## src/rtl/polybius_modified_decrypt.sv

```systemverilog
`default_nettype none
// ============================================================================
// Module      : polybius_modified_decrypt
// Description : Streaming Polybius-square decoder. Ciphertext arrives as
//               ASCII digit pairs (row digit, then column digit), with
//               optional space separators. Each completed pair yields one
//               plaintext character BASE_CHAR + (r-1)*GRID + (c-1). Pairs
//               with an out-of-range digit, and pairs cut short by a space,
//               yield an error result.
// Revision    : 1.0 - initial release
// ----------------------------------------------------------------------------
// Parameters
//   GRID       grid side length, 1..9
//   BASE_CHAR  character at row 1, column 1
// Ports
//   clk        clock, rising edge
//   rst_n      asynchronous active-low reset
//   in_valid   in_char holds a ciphertext byte
//   in_char    ASCII digit or space (8'h20)
//   in_ready   byte is accepted this cycle
//   out_valid  out_char/out_err hold a decoded result
//   out_ready  downstream accepts the result this cycle
//   out_char   decoded character, 8'h00 on error
//   out_err    result came from a malformed or truncated pair
//   err_count  saturating count of error results
// ============================================================================
module polybius_modified_decrypt #(
  parameter int         GRID      = 7,
  parameter logic [7:0] BASE_CHAR = 8'h2A
) (
  input  logic       clk,
  input  logic       rst_n,
  input  logic       in_valid,
  input  logic [7:0] in_char,
  output logic       in_ready,
  output logic       out_valid,
  input  logic       out_ready,
  output logic [7:0] out_char,
  output logic       out_err,
  output logic [7:0] err_count
);

  localparam logic [7:0] c_space    = 8'h20;
  localparam logic [7:0] c_digit_lo = 8'h31;
  localparam logic [7:0] c_digit_hi = 8'(8'h30 + GRID);
  localparam logic [7:0] c_grid     = 8'(GRID);

  typedef enum logic [0:0] {
    IDLE = 1'b0,
    ROW  = 1'b1
  } state_t;

  state_t     r_state;
  logic [7:0] r_row;
  logic       r_out_valid;
  logic [7:0] r_out_char;
  logic       r_out_err;
  logic [7:0] r_err_count;

  logic       w_in_xfer;
  logic       w_is_space;
  logic       w_load;
  logic       w_row_ok;
  logic       w_col_ok;
  logic       w_pair_ok;
  logic [7:0] w_row_idx;
  logic [7:0] w_col_idx;
  logic [7:0] w_decoded;

  // The result register is the only buffer: the input may move whenever that
  // register is empty or is being drained on this same edge.
  assign in_ready   = !r_out_valid || out_ready;
  assign w_in_xfer  = in_valid && in_ready;
  assign w_is_space = (in_char == c_space);
  assign w_load     = w_in_xfer && (r_state == ROW);

  assign w_row_ok  = (r_row   >= c_digit_lo) && (r_row   <= c_digit_hi);
  assign w_col_ok  = (in_char >= c_digit_lo) && (in_char <= c_digit_hi);
  // A space as column byte fails w_col_ok, so truncation folds into the
  // same error path as an out-of-range digit.
  assign w_pair_ok = !w_is_space && w_row_ok && w_col_ok;

  // Zero-based grid indices; only meaningful when w_pair_ok. The sum wraps
  // mod 256 by construction of the 8-bit result.
  assign w_row_idx = r_row   - c_digit_lo;
  assign w_col_idx = in_char - c_digit_lo;
  assign w_decoded = BASE_CHAR + (w_row_idx * c_grid) + w_col_idx;

  always_ff @(posedge clk or negedge rst_n) begin
    if (!rst_n) begin
      r_state     <= IDLE;
      r_row       <= 8'h00;
      r_out_valid <= 1'b0;
      r_out_char  <= 8'h00;
      r_out_err   <= 1'b0;
      r_err_count <= 8'h00;
    end else begin
      // Pair tracking
      if (w_in_xfer) begin
        case (r_state)
          IDLE: begin
            if (!w_is_space) begin
              r_row   <= in_char;
              r_state <= ROW;
            end
          end
          ROW: begin
            r_state <= IDLE;
          end
          default: begin
            r_state <= IDLE;
          end
        endcase
      end

      // Result register: a load on the same edge as a drain replaces the
      // result so out_valid stays high without a bubble.
      if (w_load) begin
        r_out_valid <= 1'b1;
        r_out_char  <= w_pair_ok ? w_decoded : 8'h00;
        r_out_err   <= !w_pair_ok;
        if (!w_pair_ok && (r_err_count != 8'hFF)) begin
          r_err_count <= r_err_count + 8'd1;
        end
      end else if (r_out_valid && out_ready) begin
        r_out_valid <= 1'b0;
      end
    end
  end

  assign out_valid = r_out_valid;
  assign out_char  = r_out_char;
  assign out_err   = r_out_err;
  assign err_count = r_err_count;

endmodule
`default_nettype wire

```

## config.mk

```make
export PLATFORM = sky130hd
export DESIGN_NAME = polybius_modified_decrypt
export DESIGN_NICKNAME = d
export VERILOG_FILES = /design/src/rtl/polybius_modified_decrypt.sv
export SDC_FILE = /design/constraint.sdc
export NUM_CORES = 1
export LEC_CHECK = 0
export CAP_MARGIN = 10
export CORE_ASPECT_RATIO = 0.8
export CORE_MARGIN = 2
export CORE_UTILIZATION = 56
export DETAILED_ROUTE_END_ITERATION = 8
export GPL_TIMING_DRIVEN = 0
export PLACE_DENSITY = 0.83
export SYNTH_ARGS = -nofsm -noshare
export SYNTH_HDL_FRONTEND = slang
export SYNTH_SLANG_ARGS = --single-unit
```

## constraint.sdc

```tcl
create_clock -name clk -period 6.3 [get_ports clk]
set_clock_uncertainty 0.05 [all_clocks]
set_input_delay 0.945 -clock clk [delete_from_list [all_inputs] [get_ports clk]]
set_output_delay 0.945 -clock clk [all_outputs]
set_load 0.05 [all_outputs]
```

==> changes_impl.md <==
## Implementation

* H-tree levels at 1
* Maximum fanout along the worst path at 7
* Pin count of the biggest net entering global routing at 28
* Number of input and output port buffers inserted at 30
* Post-synthesis cell type with the largest combined area: dfrtp_1
* Chip area at around 0.0040 mm^2
* Number of global-route vias before repair at approximately 1400
* Worst hold margin at 433 ps
* Warning total across the stage logs at 28
* Yosys warnings at 0
* Cell area reported after detailed placement at roughly 0.0023 mm^2
* Launch point of the worst reg-to-reg path: r_row[1]$_DFFE_PN0P_
* Layout Cells excl Fill at 271
* Core area at approximately 0.0034 mm^2
* Number of library cell types mapped by synthesis at 37
* Post-Syn Nets at around 230
* Initial antenna violation count at 0
* Final HPWL from detailed placement at approximately 3.1 mm
* Area of combinational cells with multiple inputs at between 0.001 and 0.0015 mm^2
* Maximum buffer depth of the clock tree at 2
* Count of inserted antenna diode cells at 0
* CP Capture Type: flip-flop
* Synthesized registers at 27
* Run status: finished clean
[worst min path at each step]
stage / startpoint / end / slack, ps / cells after the start
after global placement: out_char[0]$_DFFE_PN0P_ / out_char[0]$_DFFE_PN0P_ / 410 / 2
after detailed placement: out_char[3]$_DFFE_PN0P_ / out_char[3]$_DFFE_PN0P_ / 420 / 2
after global routing: out_char[2]$_DFFE_PN0P_ / out_char[2]$_DFFE_PN0P_ / 480 / 2
after floorplan: r_state$_DFFE_PN0P_ / r_state$_DFFE_PN0P_ / 460 / 1
after CTS: out_char[5]$_DFFE_PN0P_ / out_char[5]$_DFFE_PN0P_ / 440 / 2
final: out_char[5]$_DFFE_PN0P_ / out_char[5]$_DFFE_PN0P_ / 430 / 2
[cells in the final DEF (no fill, tap or decap), drive strengths merged, types with 2 or more instances in the layout]
cell type / netlist / final
clkdlybuf4s50: 0 / 30
dfrtp: 27 / 27
inv: 25 / 25
nand2: 20 / 20
ha: 19 / 19
xnor2: 18 / 18
nor2: 12 / 12
o21ai: 9 / 9
fa: 8 / 8
clkbuf: 2 / 6
xor2: 5 / 5
a21oi: 5 / 5
and3: 4 / 4
nand4: 4 / 4
mux2: 4 / 4
a21o: 3 / 3
o31ai: 3 / 3
nand2b: 2 / 2
a21boi: 2 / 2
a211oi: 2 / 2
nor3: 2 / 2
nand3: 2 / 2
nor2b: 2 / 2
or4b: 2 / 2
[Yosys cell counts]
master	instances
o32a_1	1
ha_1	19
a21boi_1	2
o21bai_1	1
o31ai_1	3
nor4_2	1
nand2b_1	2
nand3_1	2
or3_1	1
clkbuf_1	2
o21ai_0	9
inv_1	25
xnor2_1	18
nor3_1	2
o21a_1	1
fa_1	8
mux2_2	3
nand4_1	4
a311oi_4	1
a221oi_1	1
nand2_1	20
o31a_2	1
a21oi_1	5
dfrtp_1	27
or4b_2	1
and3_1	4
nor2b_1	2
or4b_1	1
mux2_4	1
a22o_1	1
o32ai_1	1
nor2_1	12
o41ai_1	1
xor2_1	5
xnor3_1	1
a21o_1	3
a211oi_1	2
[logic make-up after synthesis]
group                    share of synthesized area [%]
AND-OR/OR-AND                                     12.4
adder cells (fa/ha/maj)                           20.5
multiplexers                                      2.51
XOR/XNOR                                          11.5
AND/OR/NAND/NOR                                   13.1
flip-flops                                        34.8
buffers and inverters                             5.22
[flip-flops by register name, summed over array words and instances (netlist names)]
name / flops
err_count: 8
out_char: 8
r_row: 8
out_err: 1
out_valid: 1
r_state: 1
[metal layers]
metal | GRT usage [%] | wire length, um
met2 | 32.1 | 1840
met1 | 31.6 | 1770
met5 | 0 | 0
met3 | 3.95 | 227
met4 | 3.85 | 23
[critical path: stages, from the launching register on]
cell and delay (ps):
dfrtp_1 430, inv_1 200, ha_1 170, a21boi_1 350, xnor2_1 290, inv_1 140
xnor2_1 180, fa_1 520, inv_1 60, fa_1 510, inv_1 40, ha_1 300
o21a_1 110, o21ai_0 220, a21oi_1 100, xnor3_1 360, a22o_1 200
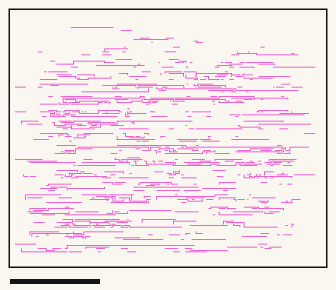
m1.png
Scale bar: 20 um.
- main direction: horizontal
- longest straight run: 28.1 um
- nets with wire on the layer: 239
- share of all routed wire: 46%

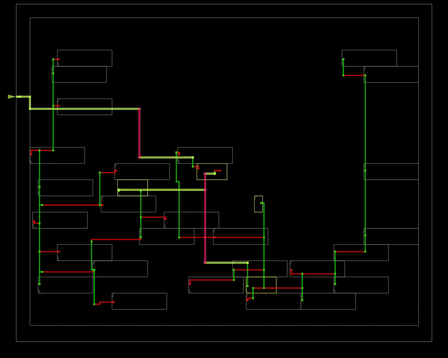
clock_nets.png
number of sequential cells in the layout: 27
TritonCTS buffer count: 3
clk latency late pin: 270 ps
total clock sinks: 27
clock buffer count in the final layout: 4

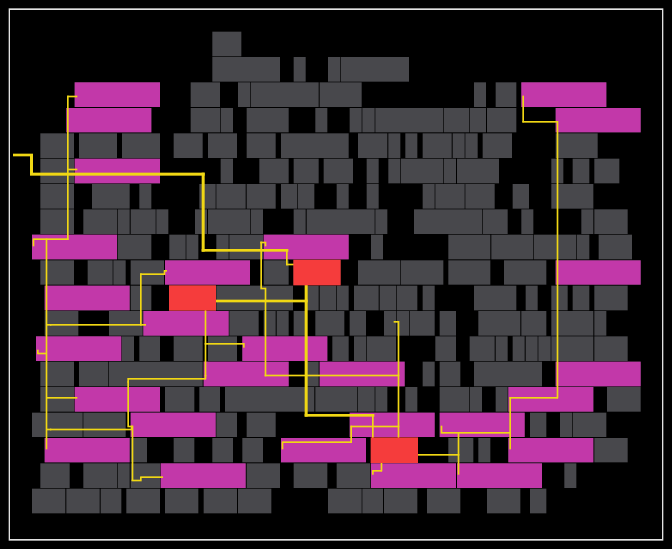
clock_wires.png
- clock-net drivers: red (count 3)
- clock wires: yellow (length 328 um)
- flip-flops: magenta (count 27)
- flops lie: spread over the die
- routed clock nets: 4

